**config.mk**
```make
export PLATFORM = sky130hd
export DESIGN_NAME = fl_checkpoint_ctrl
export DESIGN_NICKNAME = d
export VERILOG_FILES = /design/src/rtl/fl_checkpoint_ctrl.sv
export SDC_FILE = /design/constraint.sdc
export NUM_CORES = 1
export LEC_CHECK = 0
export CAP_MARGIN = 40
export CORE_MARGIN = 2
export CORE_UTILIZATION = 51
export DETAILED_ROUTE_END_ITERATION = 8
export PLACE_DENSITY_LB_ADDON = 0.25
export SLEW_MARGIN = 0
export SYNTH_ARGS = -nofsm -noshare
export SYNTH_HDL_FRONTEND = slang
export SYNTH_SLANG_ARGS = --single-unit
```
**constraint.sdc**
```tcl
create_clock -name clock -period 7.8 [get_ports clock]
set_clock_uncertainty 0.15 [all_clocks]
set_input_delay 2.34 -clock clock [delete_from_list [all_inputs] [get_ports clock]]
set_output_delay 2.34 -clock clock [all_outputs]
set_load 0.02 [all_outputs]
```
**src/rtl/fl_checkpoint_ctrl.sv**
```systemverilog
// Free-list checkpoint controller: keeps one free-list snapshot per in-flight
// branch in a circular stack, folds retiring registers into every live
// snapshot, and emits a one-cycle restore pulse when a branch mispredicts.
`ifndef PHYS_REG_SZ_R10K
`define PHYS_REG_SZ_R10K 64
`endif

module fl_checkpoint_ctrl #(
  parameter int BRANCH_DEPTH = 4,
  parameter int PHYS_REG_SZ  = `PHYS_REG_SZ_R10K,
  parameter int TAG_BITS     = $clog2(BRANCH_DEPTH)
) (
  input  logic                    clock,
  input  logic                    reset,
  input  logic                    branch_dispatch,
  input  logic [PHYS_REG_SZ-1:0]  dispatch_free_list,
  input  logic [PHYS_REG_SZ-1:0]  retire_free_mask,
  input  logic                    resolve_valid,
  input  logic [TAG_BITS-1:0]     resolve_tag,
  input  logic                    resolve_mispredict,
  output logic [TAG_BITS-1:0]     branch_tag,
  output logic                    stack_full,
  output logic [TAG_BITS:0]       num_checkpoints,
  output logic                    restore_flag,
  output logic [PHYS_REG_SZ-1:0]  free_list_restore,
  output logic [BRANCH_DEPTH-1:0] squash_mask
);

  localparam int PTR_BITS = TAG_BITS + 1;

  // Pointers carry a wrap bit in the MSB so full and empty differ.
  logic [PTR_BITS-1:0]     head_reg, head_next;
  logic [PTR_BITS-1:0]     tail_reg, tail_next;
  logic [BRANCH_DEPTH-1:0] valid_reg, valid_next;
  logic [PTR_BITS-1:0]     count;
  logic [TAG_BITS-1:0]     head_idx, tail_idx;
  logic [TAG_BITS-1:0]     m_dist;
  logic                    mispredict, correct, alloc;
  logic [BRANCH_DEPTH-1:0] squash_vec;
  logic [BRANCH_DEPTH-1:0][PHYS_REG_SZ-1:0] snap_all;

  logic                    restore_flag_reg;
  logic [PHYS_REG_SZ-1:0]  free_list_restore_reg;
  logic [BRANCH_DEPTH-1:0] squash_mask_reg;

  assign head_idx = head_reg[TAG_BITS-1:0];
  assign tail_idx = tail_reg[TAG_BITS-1:0];
  assign count    = tail_reg - head_reg;

  assign branch_tag      = tail_idx;
  assign stack_full      = (count == PTR_BITS'(BRANCH_DEPTH));
  assign num_checkpoints = count;

  // A resolve only counts when it names a live slot.
  assign mispredict = resolve_valid &&  resolve_mispredict && valid_reg[resolve_tag];
  assign correct    = resolve_valid && !resolve_mispredict && valid_reg[resolve_tag];
  assign alloc      = branch_dispatch && !stack_full && !mispredict;

  // Age of the resolving slot measured from the oldest entry.
  assign m_dist = resolve_tag - head_idx;

  for (genvar gi = 0; gi < BRANCH_DEPTH; gi++) begin : g_slot
    logic [TAG_BITS-1:0]    slot_dist;
    logic                   slot_alloc;
    logic                   slot_free;
    logic [PHYS_REG_SZ-1:0] snap_reg;

    assign slot_dist  = TAG_BITS'(gi) - head_idx;
    assign slot_alloc = alloc && (tail_idx == TAG_BITS'(gi));
    // Squash covers the mispredicted slot and everything younger up to tail.
    assign squash_vec[gi] = mispredict && ({1'b0, slot_dist} < count) &&
                            (slot_dist >= m_dist);
    assign slot_free  = squash_vec[gi] || (correct && (resolve_tag == TAG_BITS'(gi)));
    assign valid_next[gi] = slot_alloc || (valid_reg[gi] && !slot_free);
    assign snap_all[gi]   = snap_reg;

    // Capture the snapshot on allocation; afterwards keep folding in retirements.
    always_ff @(posedge clock) begin
      if (slot_alloc) begin
        snap_reg <= dispatch_free_list | retire_free_mask;
      end else if (valid_reg[gi] && !slot_free) begin
        snap_reg <= snap_reg | retire_free_mask;
      end
    end
  end

  // Pointer update: a mispredict rewinds tail to the bad slot and blocks
  // allocation and head retirement for that cycle.
  always_comb begin
    head_next = head_reg;
    tail_next = tail_reg;
    if (mispredict) begin
      tail_next = head_reg + {1'b0, m_dist};
      // When the bad slot is the oldest, the rewound tail equals head.
      if (m_dist == '0) begin
        head_next = tail_next;
      end
    end else begin
      if (alloc) begin
        tail_next = tail_reg + PTR_BITS'(1);
      end
      if ((count != '0) && !valid_reg[head_idx]) begin
        head_next = head_reg + PTR_BITS'(1);
      end
    end
  end

  // Stack state registers.
  always_ff @(posedge clock or posedge reset) begin
    if (reset) begin
      head_reg  <= '0;
      tail_reg  <= '0;
      valid_reg <= '0;
    end else begin
      head_reg  <= head_next;
      tail_reg  <= tail_next;
      valid_reg <= valid_next;
    end
  end

  // Restore outputs: a single-cycle pulse following each accepted mispredict.
  always_ff @(posedge clock or posedge reset) begin
    if (reset) begin
      restore_flag_reg      <= 1'b0;
      free_list_restore_reg <= '0;
      squash_mask_reg       <= '0;
    end else begin
      restore_flag_reg      <= mispredict;
      free_list_restore_reg <= mispredict ? (snap_all[resolve_tag] | retire_free_mask) : '0;
      squash_mask_reg       <= squash_vec;
    end
  end

  assign restore_flag      = restore_flag_reg;
  assign free_list_restore = free_list_restore_reg;
  assign squash_mask       = squash_mask_reg;

endmodule

```
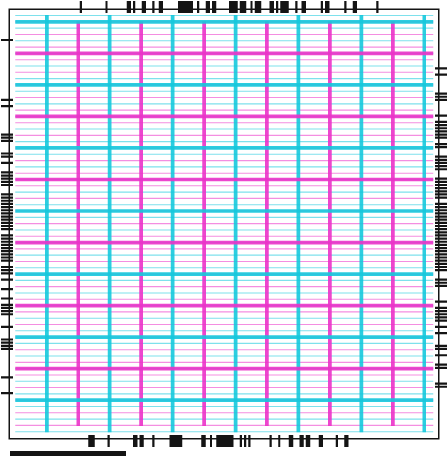
*Supply network*
Scale bar: 50 µm. Pins as bars on the die edge.
legend:
  VSS:
    colour: cyan
  VDD:
    colour: magenta
signal pins: 210
met4 straps: 13

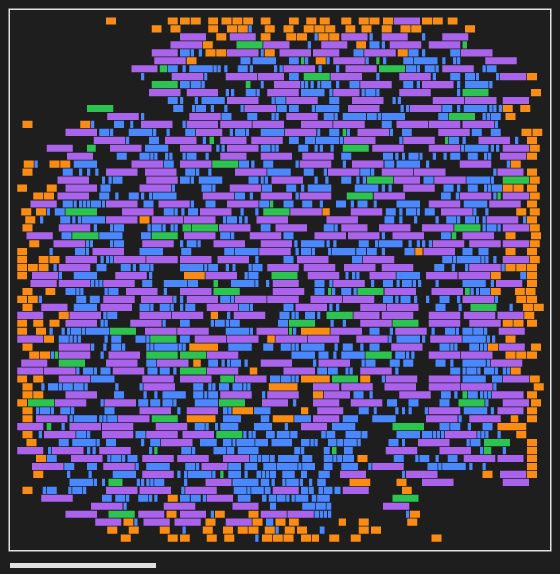
*Placed cells, one colour a class*
Scale bar: 50 µm.
legend:
  flip-flops:
    colour: purple
    cells: 335
  other buffers and delay cells:
    colour: orange
    cells: 227
  clock drivers and dummy loads:
    colour: green
    cells: 68
  all other logic:
    colour: blue
    cells: 873
row count: 66
post-route cell area: 20,400 µm²

==> results.ini <==
[grt]
met2_usage = 0.397
met1_usage = 0.331
grt_pass1_vias = 11200
grt_pass1_wl_um = 62500

[clocking]
clock_tree.root_cell = clkbuf_16
cts_tree = yes
postCtsSetupRepairBufs = 0
path_clk_slew_ns = 0.06
clockBufferDepth = 3
cts_sinks = 335

[synthesis]
synth-async-reset-ratio = 0.236
synth_area_um2 = 16600
top_cell_area_share = 0.462
top_logic_kind = multiplexers
synthMuxAreaShare = 0.244
top_area_cell = edfxtp_1
yosys_warnings = 0
ys_area_um2 = 16600
ys_sh_simple = 0.110
synth_nets = 1419
synthTopCellsByCount = 451 x nor2_1, 256 x edfxtp_1, 256 x mux2i_1
ys.flop_type = edfxtp_1
synth_seq_share = 0.581
synthCells = 1264
ys_ff = 335
ys_sh_adder = 0.0174
top_cells_by_area = edfxtp_1 46%, mux2i_1 15%, dfrtp_1 12%, nor2_1 10%, mux4_2 8.8%
yosys.area_share.aoi = 0.0150

[power_and_ir_drop]
p_sw_mw = 2.46
swShare = 0.341
pwr-share-comb = 0.352
leakage_nw = 8.58
p_int_mw = 4.76
top_power_group = registers
p_seq_frac = 0.406
power_mw = 7.22
pg_seq_mw = 2.93

[run_status]
status = finished clean

[final_layout]
buf_share = 0.117
most-common-layout-cells = 451 x nor2_1, 256 x mux2i_1, 256 x edfxtp_1
clk_share = 0.0593
nNonClkBuffers = 227
syn_to_final_growth_pct = 22.8
largest_reg_flops = 256
biggestCellCategory = registers
nMultiInputCombCells = 854
ff_latch_area_um2 = 9660
n_all_inverters = 19
layout-drive-gt1-share = 0.105
layout.cells.non_filler = 1945
clockBufferCount = 49
seq_cells = 335
comb-cell-share = 0.320

[timing]
slew_viol_final = 0
fin_crit_ns = 5.39
maxSlewHeadroom = 0.424
setup_tns_ns = 0
rsz0062_at_grt = no
hold-worst-slack_ns = 0.467
setup_violations = 0
tightest_slew_ns = 0.863
fin_crit_sh = 0.691
final_hold_viol_count = 0
layout_setup_ws_ns = 2.41

[worst_setup_path]
worst_setup_path_end_kind = flip-flop
cp_max_fo = 50
cp-endpoint = g_slot[0].snap_reg[32]
startpoint_type = input pin
crit_chain = buf_4, inv_1, ha_1, inv_1, fa_1, maj3_1, a221oi_1, o21ai_4, buf_4, buf_16
required_ns = 7.88
ff2ff_path_depth = 9
slowest_delay_ns = 0.52
worst-path-stages = 10
critPathKind = in -> reg

[drt]
met1_length_um = 17700
routed_wl_um = 40200
route.met3.wl_um = 2250
initialDrtViolationCount = 1107
vias_per_cell = 5.61
wire_per_inst_um = 20.6

[placement]
dp.cells = 1877
io_buffers = 209

[min_path]
hp-class = reg -> reg

[floorplanning]
fp_util = 0.514
tap_cells = 442
num_io_pins = 210
die_x_um = 185

[run]
cap_viol_max_count = 0
warnings = 35

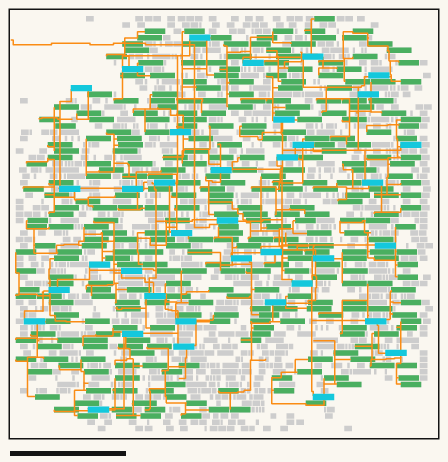
*Clock network drawn from the DEF*
Scale bar: 50 µm.
legend:
  cells driving clock nets:
    colour: cyan
    count: 37
  clock wires:
    colour: orange
    length: 4,160 µm
  flip-flops:
    colour: green
    count: 335
flops lie: all over the die
Late-Pin Clk Latency: 0.52 ns
clock share of power: 0.242

Power figures rest on the tool's default switching activity, not on a simulated workload.
